`config.mk`:
```
export PLATFORM = sky130hd
export DESIGN_NAME = outlier_dispatch_scheduler
export DESIGN_NICKNAME = d
export VERILOG_FILES = /design/src/rtl/outlier_dispatch_scheduler.sv
export SDC_FILE = /design/constraint.sdc
export NUM_CORES = 1
export LEC_CHECK = 0
export ABC_AREA = 1
export CORE_MARGIN = 2
export CORE_UTILIZATION = 50
export CTS_BUF_LIST = sky130_fd_sc_hd__clkbuf_8
export CTS_CLUSTER_SIZE = 20
export DETAILED_ROUTE_END_ITERATION = 12
export GPL_ROUTABILITY_DRIVEN = 0
export GPL_TIMING_DRIVEN = 0
export PLACE_DENSITY = 0.81
export SYNTH_ARGS = -nofsm -noshare
export SYNTH_HDL_FRONTEND = slang
export SYNTH_SLANG_ARGS = --single-unit
export TNS_END_PERCENT = 20
```
`constraint.sdc`:
```
create_clock -name clk -period 2.8 [get_ports clk]
set_clock_uncertainty 0.05 [all_clocks]
set_input_delay 0.56 -clock clk [delete_from_list [all_inputs] [get_ports clk]]
set_output_delay 0.56 -clock clk [all_outputs]
set_load 0.01 [all_outputs]
```
`src/rtl/outlier_dispatch_scheduler.sv`:
```
// Splits one activation vector by magnitude: inliers stream out on the INT lane, the first M
// outliers are buffered and sent on the FP lane afterwards, and any further outliers are saturated.
module outlier_dispatch_scheduler #(
    parameter int unsigned VEC_LEN   = 128,
    parameter int unsigned DATA_W    = 16,
    parameter int unsigned INT_W     = 8,
    parameter int unsigned THRESHOLD = 100,
    parameter int unsigned M         = 4
) (
    input  logic                               clk,
    input  logic                               rst_n,
    input  logic                               start,
    output logic                               busy,
    input  logic                               act_valid,
    output logic                               act_ready,
    input  logic signed [DATA_W-1:0]           act_data,
    output logic                               int_valid,
    input  logic                               int_ready,
    output logic signed [INT_W-1:0]            int_data,
    output logic [$clog2(VEC_LEN)-1:0]         int_idx,
    output logic                               int_sat,
    output logic                               fp_valid,
    input  logic                               fp_ready,
    output logic signed [DATA_W-1:0]           fp_data,
    output logic [$clog2(VEC_LEN)-1:0]         fp_idx,
    output logic                               done,
    output logic [$clog2(VEC_LEN+1)-1:0]       outlier_cnt,
    output logic                               overflow
);
    localparam int unsigned IW = $clog2(VEC_LEN);
    localparam int unsigned CW = $clog2(VEC_LEN + 1);
    localparam int unsigned FW = $clog2(M + 1);

    localparam logic signed [DATA_W-1:0] ThrPos = DATA_W'(THRESHOLD);
    localparam logic signed [DATA_W-1:0] ThrNeg = -ThrPos;
    localparam logic signed [INT_W-1:0]  IntMax = {1'b0, {(INT_W-1){1'b1}}};
    localparam logic signed [INT_W-1:0]  IntMin = {1'b1, {(INT_W-1){1'b0}}};

    typedef enum logic [1:0] {StIdle, StScan, StDrain, StDone} state_e;

    state_e                    state_q, state_d;
    logic [IW-1:0]             elem_cnt_q, elem_cnt_d;
    logic [CW-1:0]             ocnt_q, ocnt_d;
    logic                      ovf_q, ovf_d;

    logic                      int_valid_q, int_valid_d;
    logic signed [INT_W-1:0]   int_data_q, int_data_d;
    logic [IW-1:0]             int_idx_q, int_idx_d;
    logic                      int_sat_q, int_sat_d;

    logic signed [DATA_W-1:0]  fifo_data_q [M];
    logic signed [DATA_W-1:0]  fifo_data_d [M];
    logic [IW-1:0]             fifo_idx_q [M];
    logic [IW-1:0]             fifo_idx_d [M];
    logic [FW-1:0]             fifo_cnt_q, fifo_cnt_d;

    logic accept;
    logic is_outlier;
    logic fifo_room;
    logic fifo_empty;
    logic fp_pop;

    assign act_ready  = (state_q == StScan) && (!int_valid_q || int_ready);
    assign accept     = act_valid && act_ready;
    assign is_outlier = (act_data > ThrPos) || (act_data < ThrNeg);
    assign fifo_room  = ocnt_q < CW'(M);
    assign fifo_empty = (fifo_cnt_q == '0);
    assign fp_valid   = (state_q == StDrain) && !fifo_empty;
    assign fp_pop     = fp_valid && fp_ready;

    always_comb begin
        state_d     = state_q;
        elem_cnt_d  = elem_cnt_q;
        ocnt_d      = ocnt_q;
        ovf_d       = ovf_q;
        fifo_data_d = fifo_data_q;
        fifo_idx_d  = fifo_idx_q;
        fifo_cnt_d  = fifo_cnt_q;
        // A completed handshake frees the INT register unless a new beat reloads it below.
        int_valid_d = int_valid_q && !int_ready;
        int_data_d  = int_data_q;
        int_idx_d   = int_idx_q;
        int_sat_d   = int_sat_q;

        unique case (state_q)
            StIdle: begin
                if (start) begin
                    elem_cnt_d = '0;
                    ocnt_d     = '0;
                    ovf_d      = 1'b0;
                    fifo_cnt_d = '0;
                    state_d    = StScan;
                end
            end
            StScan: begin
                if (accept) begin
                    elem_cnt_d = elem_cnt_q + 1'b1;
                    if (is_outlier) begin
                        ocnt_d = ocnt_q + 1'b1;
                        if (fifo_room) begin
                            for (int i = 0; i < int'(M); i++) begin
                                if (fifo_cnt_q == FW'(i)) begin
                                    fifo_data_d[i] = act_data;
                                    fifo_idx_d[i]  = elem_cnt_q;
                                end
                            end
                            fifo_cnt_d = fifo_cnt_q + 1'b1;
                        end else begin
                            ovf_d       = 1'b1;
                            int_valid_d = 1'b1;
                            int_data_d  = act_data[DATA_W-1] ? IntMin : IntMax;
                            int_idx_d   = elem_cnt_q;
                            int_sat_d   = 1'b1;
                        end
                    end else begin
                        int_valid_d = 1'b1;
                        int_data_d  = act_data[INT_W-1:0];
                        int_idx_d   = elem_cnt_q;
                        int_sat_d   = 1'b0;
                    end
                    if (elem_cnt_q == IW'(VEC_LEN - 1)) begin
                        state_d = StDrain;
                    end
                end
            end
            StDrain: begin
                // Head always sits in entry 0; a pop shifts the rest down.
                if (fp_pop) begin
                    for (int i = 0; i < int'(M) - 1; i++) begin
                        fifo_data_d[i] = fifo_data_q[i+1];
                        fifo_idx_d[i]  = fifo_idx_q[i+1];
                    end
                    fifo_cnt_d = fifo_cnt_q - 1'b1;
                end
                if (fifo_empty && !int_valid_q) begin
                    state_d = StDone;
                end
            end
            StDone: begin
                state_d = StIdle;
            end
            default: begin
                state_d = StIdle;
            end
        endcase
    end

    always_ff @(posedge clk or negedge rst_n) begin
        if (!rst_n) begin
            state_q     <= StIdle;
            elem_cnt_q  <= '0;
            ocnt_q      <= '0;
            ovf_q       <= 1'b0;
            int_valid_q <= 1'b0;
            int_data_q  <= '0;
            int_idx_q   <= '0;
            int_sat_q   <= 1'b0;
            fifo_cnt_q  <= '0;
            for (int i = 0; i < int'(M); i++) begin
                fifo_data_q[i] <= '0;
                fifo_idx_q[i]  <= '0;
            end
        end else begin
            state_q     <= state_d;
            elem_cnt_q  <= elem_cnt_d;
            ocnt_q      <= ocnt_d;
            ovf_q       <= ovf_d;
            int_valid_q <= int_valid_d;
            int_data_q  <= int_data_d;
            int_idx_q   <= int_idx_d;
            int_sat_q   <= int_sat_d;
            fifo_cnt_q  <= fifo_cnt_d;
            fifo_data_q <= fifo_data_d;
            fifo_idx_q  <= fifo_idx_d;
        end
    end

    assign busy        = (state_q != StIdle);
    assign int_valid   = int_valid_q;
    assign int_data    = int_data_q;
    assign int_idx     = int_idx_q;
    assign int_sat     = int_sat_q;
    assign fp_data     = fifo_data_q[0];
    assign fp_idx      = fifo_idx_q[0];
    assign done        = (state_q == StDone);
    assign outlier_cnt = ocnt_q;
    assign overflow    = ovf_q;

endmodule
```
Fig. 1: placement density heat map
The die is cut into 12 by 12 equal tiles; white is low, dark blue is high, 0 to 100% covered.
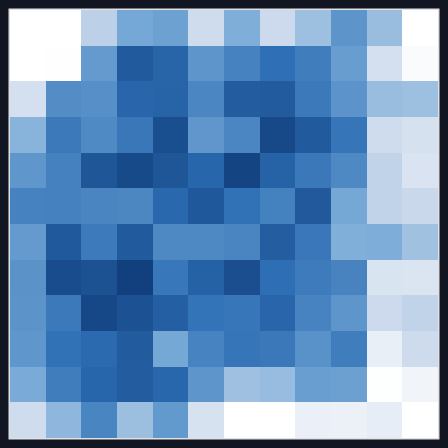
nearly empty tiles: 6.2%
tiles over 75% full: 24%
mean over tiles: 55%

Fig. 2: metal 2
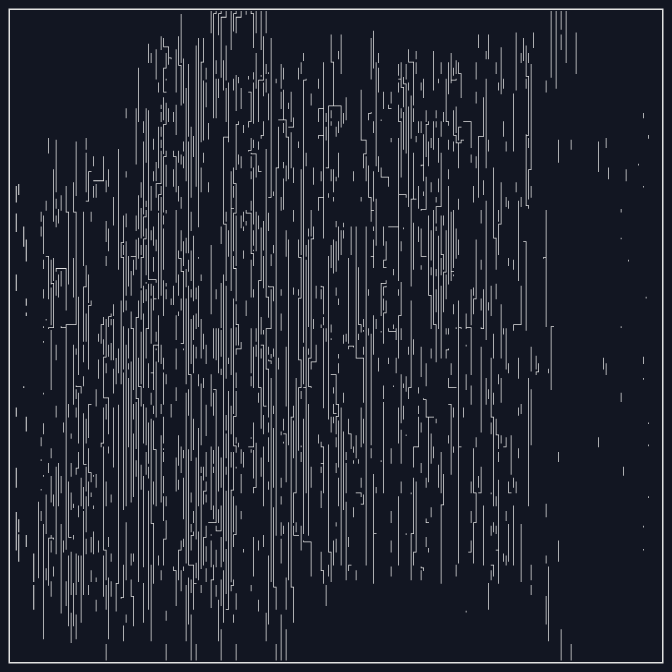
longest straight run: 67.7 um
nets with wire on the layer: 710
main direction: vertical

Fig. 3: signal wires by layer
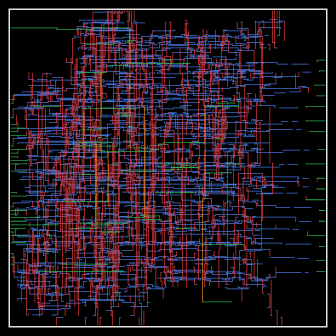
| color | layer | wire length |
|---|---|---|
| orange | met4 | 265 um |
| green | met3 | 707 um |
| red | met2 | 6680 um |
| blue | met1 | 7130 um |

Fig. 4: logic cells by family
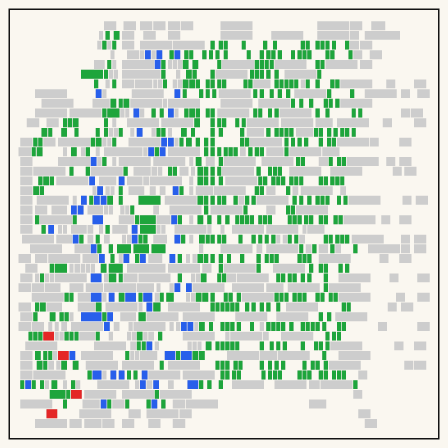
| color | family | cells |
|---|---|---|
| green | NAND gates | 517 |
| blue | inverting AOI/OAI gates | 62 |
| red | XOR/XNOR gates | 4 |

Fig. 5: track usage over the die
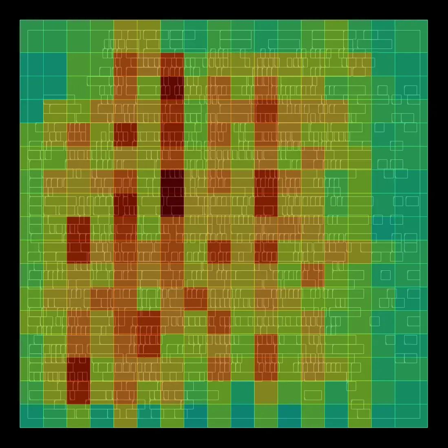
GRT Util Overall: 21.6%
routing usage on met1: 29.7%

==> impl_metrics.py <==
# Physical implementation metrics
metrics = {
    "setup_path": {
        "setup.worst_path.start_class": "flip-flop",
        "r2r_setup_slack_ns": 0.54,
        "critical_path_arrival_ns": 2.11,
        "cpPeakStageDelay_ns": 0.56,
    },
    "cells_and_area": {
        "layout.area.comb_um2": 2930,
        "layout.cells.most_common": "sky130_fd_sc_hd__nand2_1",
        "layout.comb_gates.multi_input": 658,
        "final_cells": 1181,
        "layout.core_utilization_pct": 61.8,
        "n_clock_buffer": 21,
        "layout.cells.most_common_list": "sky130_fd_sc_hd__nand2_1, sky130_fd_sc_hd__dfrtp_1, sky130_fd_sc_hd__clkdlybuf4s50_1, sky130_fd_sc_hd__nor2_1, sky130_fd_sc_hd__nand3_1",
        "layout.nonclk_buf_share_pct": 14.0,
    },
    "clock_tree": {
        "root_buffer": "sky130_fd_sc_hd__clkbuf_8",
        "post_cts.repair.setup_buffers": 0,
        "cts.htree.levels": 4,
    },
    "logic_synthesis": {
        "synth_chip_area_um2": 6730,
        "synth.yosys.seq_area_share_pct": 48.4,
        "yosysCellCount": 897,
    },
    "detailed_routing": {
        "drt_iter0_drc": 344,
        "dr.max_layer_used": "met4",
        "dr_wl_met3_um": 707,
        "detail_route.wirelength.met1_mm": 7.13,
        "detailroute.wirelength.met2_mm": 6.68,
    },
    "pwr": {
        "power.static_leakage_uw": 0.00451,
        "ir_worst_vdd_mv": 0.671,
    },
    "run": {
        "number_of_warnings_in_the_stage_logs": 34,
    },
    "global_route": {
        "overflow_left_after_global_routing": 0,
        "top_usage_layer": "met2",
        "grt_use_met3_pct": 4.52,
        "grt_max_degree": 89,
    },
    "status": {
        "run_status": "complete, no violations",
    },
    "final_timing": {
        "tns_ns": 0,
        "finalSetupViolations": 0,
        "worst_pin_slew_ns": 0.532,
        "fmax_mhz": 368,
    },
    "floorplan": {
        "core_area_um2": 13200,
        "initCoreUtil_pct": 51.0,
        "dieArea_um2": 14400,
        "boundaryPins": 75,
    },
    "place": {
        "dpl_worst_slack_ns": 0.127,
        "place_area_um2": 7720,
    },
}
critical path: cells and delay by family (launching register included):
kind,cells,cell delay (ns)
AOI/OAI and AO/OA,1,0.16
adders and majority gates,1,0.14
buffers and inverters,4,0.94
DFF,1,0.42
synthesized netlist by cell type:
master | count | share of area, %
sky130_fd_sc_hd__nor2_1 | 51 | 2.8
sky130_fd_sc_hd__o21ai_1 | 23 | 1.7
sky130_fd_sc_hd__nor2_4 | 4 | 0.67
sky130_fd_sc_hd__a21oi_2 | 2 | 0.26
sky130_fd_sc_hd__buf_2 | 14 | 1.0
sky130_fd_sc_hd__inv_1 | 43 | 2.4
sky130_fd_sc_hd__nand4_2 | 4 | 0.74
sky130_fd_sc_hd__nand3_1 | 46 | 3.4
sky130_fd_sc_hd__a21oi_1 | 6 | 0.45
sky130_fd_sc_hd__inv_2 | 8 | 0.45
sky130_fd_sc_hd__xor2_1 | 4 | 0.52
sky130_fd_sc_hd__nand4_1 | 3 | 0.28
sky130_fd_sc_hd__o21ai_0 | 23 | 1.7
sky130_fd_sc_hd__ha_1 | 13 | 2.4
sky130_fd_sc_hd__clkbuf_1 | 10 | 0.56
sky130_fd_sc_hd__o31ai_1 | 1 | 0.11
sky130_fd_sc_hd__nand3_2 | 2 | 0.30
sky130_fd_sc_hd__a21boi_0 | 1 | 0.11
sky130_fd_sc_hd__buf_1 | 2 | 0.11
sky130_fd_sc_hd__o21ai_2 | 5 | 0.65
sky130_fd_sc_hd__nand2_4 | 3 | 0.50
sky130_fd_sc_hd__nand3_4 | 2 | 0.52
sky130_fd_sc_hd__nand2_1 | 456 | 25
sky130_fd_sc_hd__nand2_2 | 1 | 0.093
sky130_fd_sc_hd__buf_4 | 32 | 3.6
sky130_fd_sc_hd__dfrtp_1 | 130 | 48
sky130_fd_sc_hd__nor3_1 | 7 | 0.52
sky130_fd_sc_hd__a21oi_4 | 1 | 0.24
sequential cells by signal, indices dropped and copies added, names as in the netlist:
| register | cells |
|---|---|
| state_q | 2 |
| fifo_data_q | 48 |
| fp_data | 16 |
| fifo_idx_q | 21 |
| overflow | 1 |
| int_sat | 1 |
| int_data | 8 |
| int_idx | 7 |
| outlier_cnt | 8 |
| elem_cnt_q | 7 |
| int_valid | 1 |
| fp_idx | 7 |
| fifo_cnt_q | 3 |
report_power, final:
part	internal [uW]	leakage (uW)	total, uW	switching, uW
Combinational	1370	0.00253	3400	2030
Sequential	2430	0.00176	2740	314
Clock	965	0.000228	1680	718
Total	4770	0.00451	7820	3060
repair_timing:
action                                  CTS  global route
gates cloned                              0             0
pin swaps                                 0             0
gates resized                             1             3
hold endpoints to repair                 42             0
endpoints found under the setup margin    1             2
hold buffers                              1             0
path summary, 6_finish.rpt:
kind / start / to / depth (start not counted)
worst max register to register: state_q[1] / fifo_data_q[45] / 10
max in group asynchronous: rst_n / outlier_cnt[6] / 3
worst min register to register: fifo_idx_q[14] / fifo_idx_q[14] / 2
worst max-delay path: state_q[0] / fp_valid / 6
min in group asynchronous: rst_n / fp_data[9] / 2
worst min-delay path: fifo_idx_q[14] / fifo_idx_q[14] / 2
No activity file was given, so power comes from the tool's default toggle rates.
